## src/rtl/watch_pkg.sv

```systemverilog
// watch_pkg: mode encodings, engine state types and field helpers for watch_timer_core
package watch_pkg;
  localparam logic [1:0] MODE_SW = 2'b00;
  localparam logic [1:0] MODE_WATCH = 2'b01;
  localparam logic [1:0] MODE_CD = 2'b10;
  typedef enum logic [1:0] {SW_IDLE, SW_RUN, SW_STOP} sw_state_t;
  typedef enum logic [1:0] {CD_SET, CD_RUN, CD_PAUSE, CD_DONE} cd_state_t;
  function automatic int fw(int n);
    return n > 1 ? $clog2(n) : 1;
  endfunction
  function automatic int unsigned winc(int unsigned v, int unsigned m);
    return v + 1 >= m ? 32'd0 : v + 1;
  endfunction
  function automatic int unsigned wdec(int unsigned v, int unsigned m);
    return v == 0 ? m - 1 : v - 1;
  endfunction
endpackage

```

## src/rtl/watch_timer_core_if.sv

```systemverilog
// watch_timer_core_if: button/mode inputs and display/status outputs of watch_timer_core
interface watch_timer_core_if import watch_pkg::*; #(
  parameter int TICK_HZ = 100,
  parameter int SECOND_60 = 60,
  parameter int HOUR = 24
);
  logic [1:0] mode;
  logic btn_run, btn_clear, btn_h, btn_m, btn_s;
  logic [fw(TICK_HZ)-1:0] msec;
  logic [fw(SECOND_60)-1:0] sec, min;
  logic [fw(HOUR)-1:0] hour;
  logic running, expired, tick_100hz, tick_1s;
  modport master (
    output mode, btn_run, btn_clear, btn_h, btn_m, btn_s,
    input msec, sec, min, hour, running, expired, tick_100hz, tick_1s
  );
  modport slave (
    input mode, btn_run, btn_clear, btn_h, btn_m, btn_s,
    output msec, sec, min, hour, running, expired, tick_100hz, tick_1s
  );
endinterface

```

## src/rtl/tick_gen.sv

```systemverilog
// tick_gen: one-cycle tick every CLK_HZ/TICK_HZ clocks, shared by all engines
module tick_gen #(
  parameter int CLK_HZ = 100_000_000,
  parameter int TICK_HZ = 100
) (
  input  logic clk,
  input  logic reset,
  output logic tick_100hz
);
  localparam int N = CLK_HZ / TICK_HZ;
  localparam int CW = N > 1 ? $clog2(N) : 1;
  logic [CW-1:0] cnt;
  assign tick_100hz = cnt == CW'(N - 1);
  always_ff @(posedge clk)
    cnt <= (reset || tick_100hz) ? '0 : cnt + 1'b1;
endmodule

```

## src/rtl/watch_timer_core.sv

```systemverilog
// watch_timer_core: watch, stopwatch and countdown engines on a shared tick; LAP_EN adds stopwatch lap freeze
module watch_timer_core import watch_pkg::*; #(
  parameter int CLK_HZ = 100_000_000,
  parameter int TICK_HZ = 100,
  parameter int SECOND_60 = 60,
  parameter int HOUR = 24
) (
  input logic clk,
  input logic reset,
  watch_timer_core_if.slave bus
);
  localparam int MW = fw(TICK_HZ);
  localparam int SW = fw(SECOND_60);
  localparam int HW = fw(HOUR);
  typedef struct packed {
    logic [HW-1:0] hour;
    logic [SW-1:0] min;
    logic [SW-1:0] sec;
    logic [MW-1:0] msec;
  } tm_t;
  localparam int TW = $bits(tm_t);

  function automatic tm_t inc(tm_t t);
    tm_t r;
    r = t;
    r.msec = MW'(winc(32'(t.msec), TICK_HZ));
    if (t.msec == MW'(TICK_HZ - 1)) begin
      r.sec = SW'(winc(32'(t.sec), SECOND_60));
      if (t.sec == SW'(SECOND_60 - 1)) begin
        r.min = SW'(winc(32'(t.min), SECOND_60));
        if (t.min == SW'(SECOND_60 - 1)) r.hour = HW'(winc(32'(t.hour), HOUR));
      end
    end
    return r;
  endfunction

  function automatic tm_t dec(tm_t t);
    tm_t r;
    r = t;
    r.msec = MW'(wdec(32'(t.msec), TICK_HZ));
    if (t.msec == '0) begin
      r.sec = SW'(wdec(32'(t.sec), SECOND_60));
      if (t.sec == '0) begin
        r.min = SW'(wdec(32'(t.min), SECOND_60));
        if (t.min == '0) r.hour = HW'(wdec(32'(t.hour), HOUR));
      end
    end
    return r;
  endfunction

  // Button field edits never carry into the next field
  function automatic tm_t bump(tm_t t, logic h, logic m, logic s);
    tm_t r;
    r = t;
    if (h) r.hour = HW'(winc(32'(t.hour), HOUR));
    if (m) r.min = SW'(winc(32'(t.min), SECOND_60));
    if (s) begin
      r.sec = SW'(winc(32'(t.sec), SECOND_60));
      r.msec = '0;
    end
    return r;
  endfunction

  logic tick;
  tick_gen #(.CLK_HZ(CLK_HZ), .TICK_HZ(TICK_HZ)) u_tick (
    .clk(clk), .reset(reset), .tick_100hz(tick)
  );

  logic [4:0] btn, btn_q, ev;
  logic e_run, e_clr, e_h, e_m, e_s;
  assign btn = {bus.btn_run, bus.btn_clear, bus.btn_h, bus.btn_m, bus.btn_s};
  assign {e_run, e_clr, e_h, e_m, e_s} = ev;
  always_ff @(posedge clk) begin
    btn_q <= reset ? '0 : btn;
    ev <= reset ? '0 : btn & ~btn_q;
  end

  logic sel_sw, sel_cd, sel_w;
  assign sel_sw = bus.mode == MODE_SW;
  assign sel_cd = bus.mode == MODE_CD;
  assign sel_w = bus.mode == MODE_WATCH || bus.mode == 2'b11;

  tm_t w;
  always_ff @(posedge clk)
    w <= reset ? '0 : bump(tick ? inc(w) : w, sel_w && e_h, sel_w && e_m, sel_w && e_s);

  sw_state_t sw;
  tm_t s, s_t, sw_disp;
  assign s_t = (sw == SW_RUN && tick) ? inc(s) : s;
`ifdef LAP_EN
  logic frozen;
  tm_t lap;
  assign sw_disp = frozen ? lap : s;
`else
  assign sw_disp = s;
`endif
  always_ff @(posedge clk) begin
    if (reset) begin
      sw <= SW_IDLE;
      s <= '0;
`ifdef LAP_EN
      frozen <= 1'b0;
      lap <= '0;
`endif
    end else begin
      s <= s_t;
      if (sel_sw && e_clr) begin
        if (sw != SW_RUN) begin
          s <= '0;
          sw <= SW_IDLE;
`ifdef LAP_EN
          frozen <= 1'b0;
`endif
        end
`ifdef LAP_EN
        else begin
          frozen <= !frozen;
          lap <= s_t;
        end
`endif
      end else if (sel_sw && e_run)
        sw <= sw == SW_RUN ? SW_STOP : SW_RUN;
    end
  end

  // Tick effect is resolved first so that edits and button events see the post-tick state
  cd_state_t cd, cd_t;
  tm_t p, c, c_t;
  logic expired, x_t, tk_cd, c_hit;
  assign tk_cd = cd == CD_RUN && tick;
  assign c_hit = c == TW'(1);
  assign c_t = tk_cd ? dec(c) : c;
  assign cd_t = (tk_cd && c_hit) ? CD_DONE : cd;
  assign x_t = expired || (tk_cd && c_hit);
  always_ff @(posedge clk) begin
    if (reset) begin
      cd <= CD_SET;
      p <= '0;
      c <= '0;
      expired <= 1'b0;
    end else begin
      cd <= cd_t;
      c <= c_t;
      expired <= x_t;
      if (sel_cd && e_clr) begin
        if (cd_t == CD_SET) p <= '0;
        else if (cd_t != CD_RUN) begin
          cd <= CD_SET;
          expired <= 1'b0;
        end
      end else if (sel_cd) begin
        if (e_run) begin
          if (cd_t == CD_SET && p != '0) begin
            c <= p;
            cd <= CD_RUN;
          end else if (cd_t == CD_RUN || cd_t == CD_PAUSE)
            cd <= cd_t == CD_RUN ? CD_PAUSE : CD_RUN;
        end
        if (cd_t == CD_SET) p <= bump(p, e_h, e_m, e_s);
      end
    end
  end

  tm_t d;
  assign d = sel_sw ? sw_disp : sel_cd ? (cd == CD_SET ? p : c) : w;
  assign bus.msec = d.msec;
  assign bus.sec = d.sec;
  assign bus.min = d.min;
  assign bus.hour = d.hour;
  assign bus.running = sel_sw ? sw == SW_RUN : sel_cd ? cd == CD_RUN : 1'b1;
  assign bus.expired = expired;
  assign bus.tick_100hz = tick;
  assign bus.tick_1s = tick && w.msec == MW'(TICK_HZ - 1);
endmodule

```

## src/flat_wrapper.sv

```systemverilog
// flat-port wrapper written by rule: the top's interface ports become plain ports
module watch_timer_core_flat import watch_pkg::*;
#(
  parameter int CLK_HZ = 100_000_000,
  parameter int TICK_HZ = 100,
  parameter int SECOND_60 = 60,
  parameter int HOUR = 24
)
  (clk, reset, bus_mode, bus_btn_run, bus_btn_clear, bus_btn_h, bus_btn_m, bus_btn_s, bus_msec, bus_sec, bus_min, bus_hour, bus_running, bus_expired, bus_tick_100hz, bus_tick_1s);
  watch_timer_core_if #(.TICK_HZ(TICK_HZ), .SECOND_60(SECOND_60), .HOUR(HOUR)) bus_i ();
  input logic clk;
  input logic reset;
  input wire logic [$bits(bus_i.mode)-1:0] bus_mode;
  input wire logic [$bits(bus_i.btn_run)-1:0] bus_btn_run;
  input wire logic [$bits(bus_i.btn_clear)-1:0] bus_btn_clear;
  input wire logic [$bits(bus_i.btn_h)-1:0] bus_btn_h;
  input wire logic [$bits(bus_i.btn_m)-1:0] bus_btn_m;
  input wire logic [$bits(bus_i.btn_s)-1:0] bus_btn_s;
  output wire logic [$bits(bus_i.msec)-1:0] bus_msec;
  output wire logic [$bits(bus_i.sec)-1:0] bus_sec;
  output wire logic [$bits(bus_i.min)-1:0] bus_min;
  output wire logic [$bits(bus_i.hour)-1:0] bus_hour;
  output wire logic [$bits(bus_i.running)-1:0] bus_running;
  output wire logic [$bits(bus_i.expired)-1:0] bus_expired;
  output wire logic [$bits(bus_i.tick_100hz)-1:0] bus_tick_100hz;
  output wire logic [$bits(bus_i.tick_1s)-1:0] bus_tick_1s;
  assign bus_i.mode = bus_mode;
  assign bus_i.btn_run = bus_btn_run;
  assign bus_i.btn_clear = bus_btn_clear;
  assign bus_i.btn_h = bus_btn_h;
  assign bus_i.btn_m = bus_btn_m;
  assign bus_i.btn_s = bus_btn_s;
  assign bus_msec = bus_i.msec;
  assign bus_sec = bus_i.sec;
  assign bus_min = bus_i.min;
  assign bus_hour = bus_i.hour;
  assign bus_running = bus_i.running;
  assign bus_expired = bus_i.expired;
  assign bus_tick_100hz = bus_i.tick_100hz;
  assign bus_tick_1s = bus_i.tick_1s;
  watch_timer_core #(.CLK_HZ(CLK_HZ), .TICK_HZ(TICK_HZ), .SECOND_60(SECOND_60), .HOUR(HOUR)) u_core (.clk(clk), .reset(reset), .bus(bus_i));
endmodule
```

## config.mk

```make
export PLATFORM = sky130hd
export DESIGN_NAME = watch_timer_core_flat
export DESIGN_NICKNAME = d
export VERILOG_FILES = /design/src/rtl/watch_pkg.sv /design/src/rtl/watch_timer_core_if.sv /design/src/rtl/tick_gen.sv /design/src/rtl/watch_timer_core.sv /design/src/flat_wrapper.sv
export SDC_FILE = /design/constraint.sdc
export NUM_CORES = 1
export LEC_CHECK = 0
export CORE_ASPECT_RATIO = 1.5
export CORE_MARGIN = 4
export CORE_UTILIZATION = 40
export CTS_CLUSTER_SIZE = 16
export DETAILED_ROUTE_END_ITERATION = 6
export DONT_BUFFER_PORTS = 1
export PLACE_DENSITY_LB_ADDON = 0.3
export SKIP_LAST_GASP = 1
export SLEW_MARGIN = 20
export SYNTH_ARGS = -nofsm -noshare
export SYNTH_HDL_FRONTEND = slang
export SYNTH_SLANG_ARGS = --single-unit
```

## constraint.sdc

```tcl
create_clock -name clk -period 3.06 [get_ports clk]
set_input_delay 0.306 -clock clk [delete_from_list [all_inputs] [get_ports clk]]
set_output_delay 0.306 -clock clk [all_outputs]
set_load 0.01 [all_outputs]
```

==> images/wires.png <==
Bar = 50 µm.
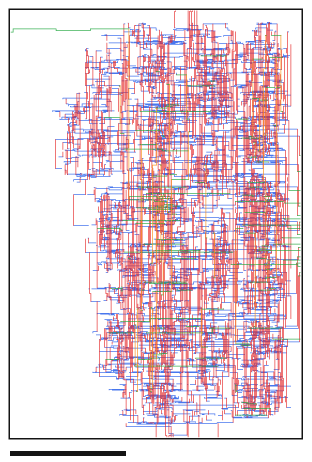
blue -> metal 1  # wire length 9,850 µm
green -> metal 3  # wire length 1,090 µm
orange -> metal 4  # wire length 1,120 µm
red -> metal 2  # wire length 13,000 µm
All-Layer GR Usage: 21.3%
total length of routed wires: 25,100 µm

==> images/logic_types.png <==
Bar = 50 µm.
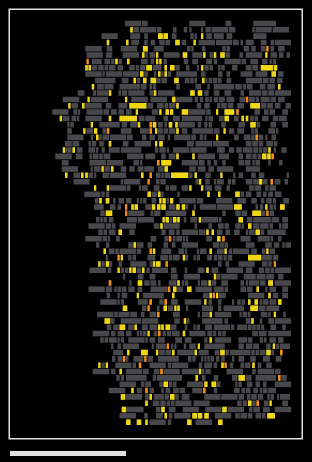
orange -> inv cells  # cells 41
yellow -> nor cells  # cells 233

==> run notes <==
- count of input and output buffers: 0
- largest family of logic cells by area: simple AND/OR/NAND/NOR gates
- post-synthesis cell count from yosys: 1,131
- part of the power in registers: 43.8%
- Synth Area in Adders: 4.24%
- Worst Skew: 0.00818 ns
- initial antenna violation count: 0
- post-synthesis to final-layout area growth: 21.2%
- CTS sink count: 124
- Tap Count: 264
- fraction of registers with async set or reset after synthesis: 0%
- mux cell area share after synthesis: 1.82%
- area of all placed cells without fillers: 10,000 µm²
- leakage component of the power: 3.61 nW
- final worst-path setup slack: -0.0997 ns
- clock tree from TritonCTS: done
- nonclk buf count: 114
- Crit path required time: 3.41 ns
- CTS Root Cell: clkbuf_16
- Iteration-0 DRC Markers: 622
- DIE AREA: 23,000 µm²
- GR Util met1: 23.3%
- worst relative slew slack: 52.7%
- number of nets in the layout: 1,235
- outcome: finished with violations
- share of cells above drive strength 1: 16.4%
- count of non-CTS inverters in the layout: 41
- netlist area before placement: 8260 µm²
- leading register cell type out of synthesis: dfxtp_1
- detailed-router iteration count before antenna repair: 5
- data arrival at the endpoint of the critical path: 3.51 ns
- WS Path Type: flop to flop
- yosys stat chip area: 8260 µm²
- Final Hold Violating Endpoints: 0
- Setup Viol. Count Final: 5
- portion of the clock cycle consumed by the worst path in the final layout: 103%
- post-detailed-placement half-perimeter wirelength: 18,000 µm
- Congestion Overflow GR: 0
- final standard cell utilization of the core: 49.2%
- placed inst area: 9180 µm²
- core utilization at floorplan: 40.6%
- number of slew-limit violations in the final report: 0
- level count of the clock H-tree: 4
- M1 WL: 9850 µm
- post-route setup TNS: -0.254 ns
- tally of filler cells in the layout: 1,987
- combinational share of power: 5.1%
- clock network fraction of design power: 51.1%
- category of the worst setup path capture point: flop
- GPL Wtd Cong: 0.920
- gate count of the mapped netlist: 1,131
- largest driver fanout on the critical path: 4
- met2 routed wirelength: 13,000 µm
- Critical Path Start Type: flop
- via density per instance: 5.83
- Post-Route Hold Slack: 0.0365 ns
- Pwr top: clock
- Met3 Wirelength: 1090 µm
- Gate Area: 5590 µm²
- post-synthesis cell type with the largest instance count: nor2_1
- clock network share of area: 5.59%
- GR met2 Demand/Resource: 39.6%
- vias in the first global route: 7,994
- overall power: 0.00378 W
- failing checks: setup timing
- Cell Type Count: 70
- clock insertion delay at the later pin of the skew report: 0.42 ns
- met3 Track Usage GR: 3.46%
- flip-flop and latch area: 2480 µm²
- Vert. Die Dim: 184 µm
==> images/placement.png <==
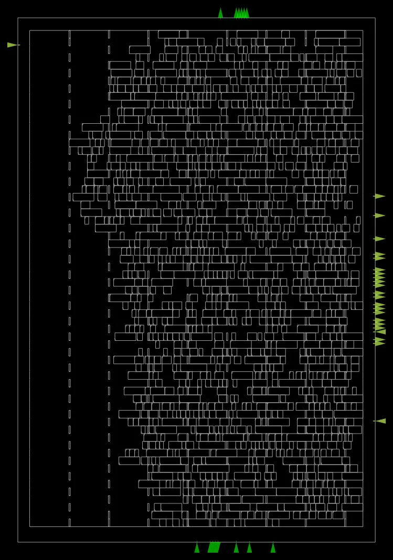
register share of the cell area: 24.8%
Core Region: 20,300 µm²
Post-Layout Cell Count: 1,475
Core Rows: 64

==> images/layer_met4.png <==
Bar = 50 µm.
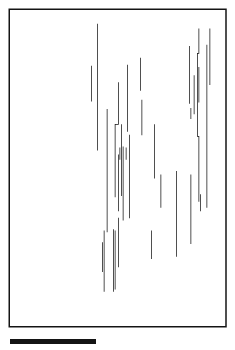
longest straight run = 94.5 µm
nets with wire on the layer = 26
share of all routed wire = 4.5%
wire length on this layer = 1,120 µm
main direction = vertical
detailed-route via count: 8,597

## state kept, by name, summed over array words and instances (netlist names), 5 cells and up
register and cells:
u_core.c 24, u_core.s 24, u_core.w 24, u_core.u_tick.cnt 20, u_core.p 17, u_core.btn_q 5
u_core.ev 5
## worst paths after layout
check | startpoint | endpoint | slack, ns | depth (start not counted)
worst max-delay path | u_core.u_tick.cnt[6] | u_core.w[12] | -0.1 | 10
worst min-delay path | reset | u_core.w[11] | 0.04 | 2
worst max register to register | u_core.u_tick.cnt[6] | u_core.w[12] | -0.1 | 10
worst min register to register | u_core.btn_q[2] | u_core.ev[2] | 0.38 | 1
## timing repair
action                                  4_1_cts  5_1_grt
pin swaps                                     1        9
hold endpoints to repair                     55        0
endpoints found under the setup margin       11       22
gates resized                                11       36
setup buffers                                 1        3
hold buffers                                  2        0
No activity file was given, so power comes from the tool's default toggle rates.
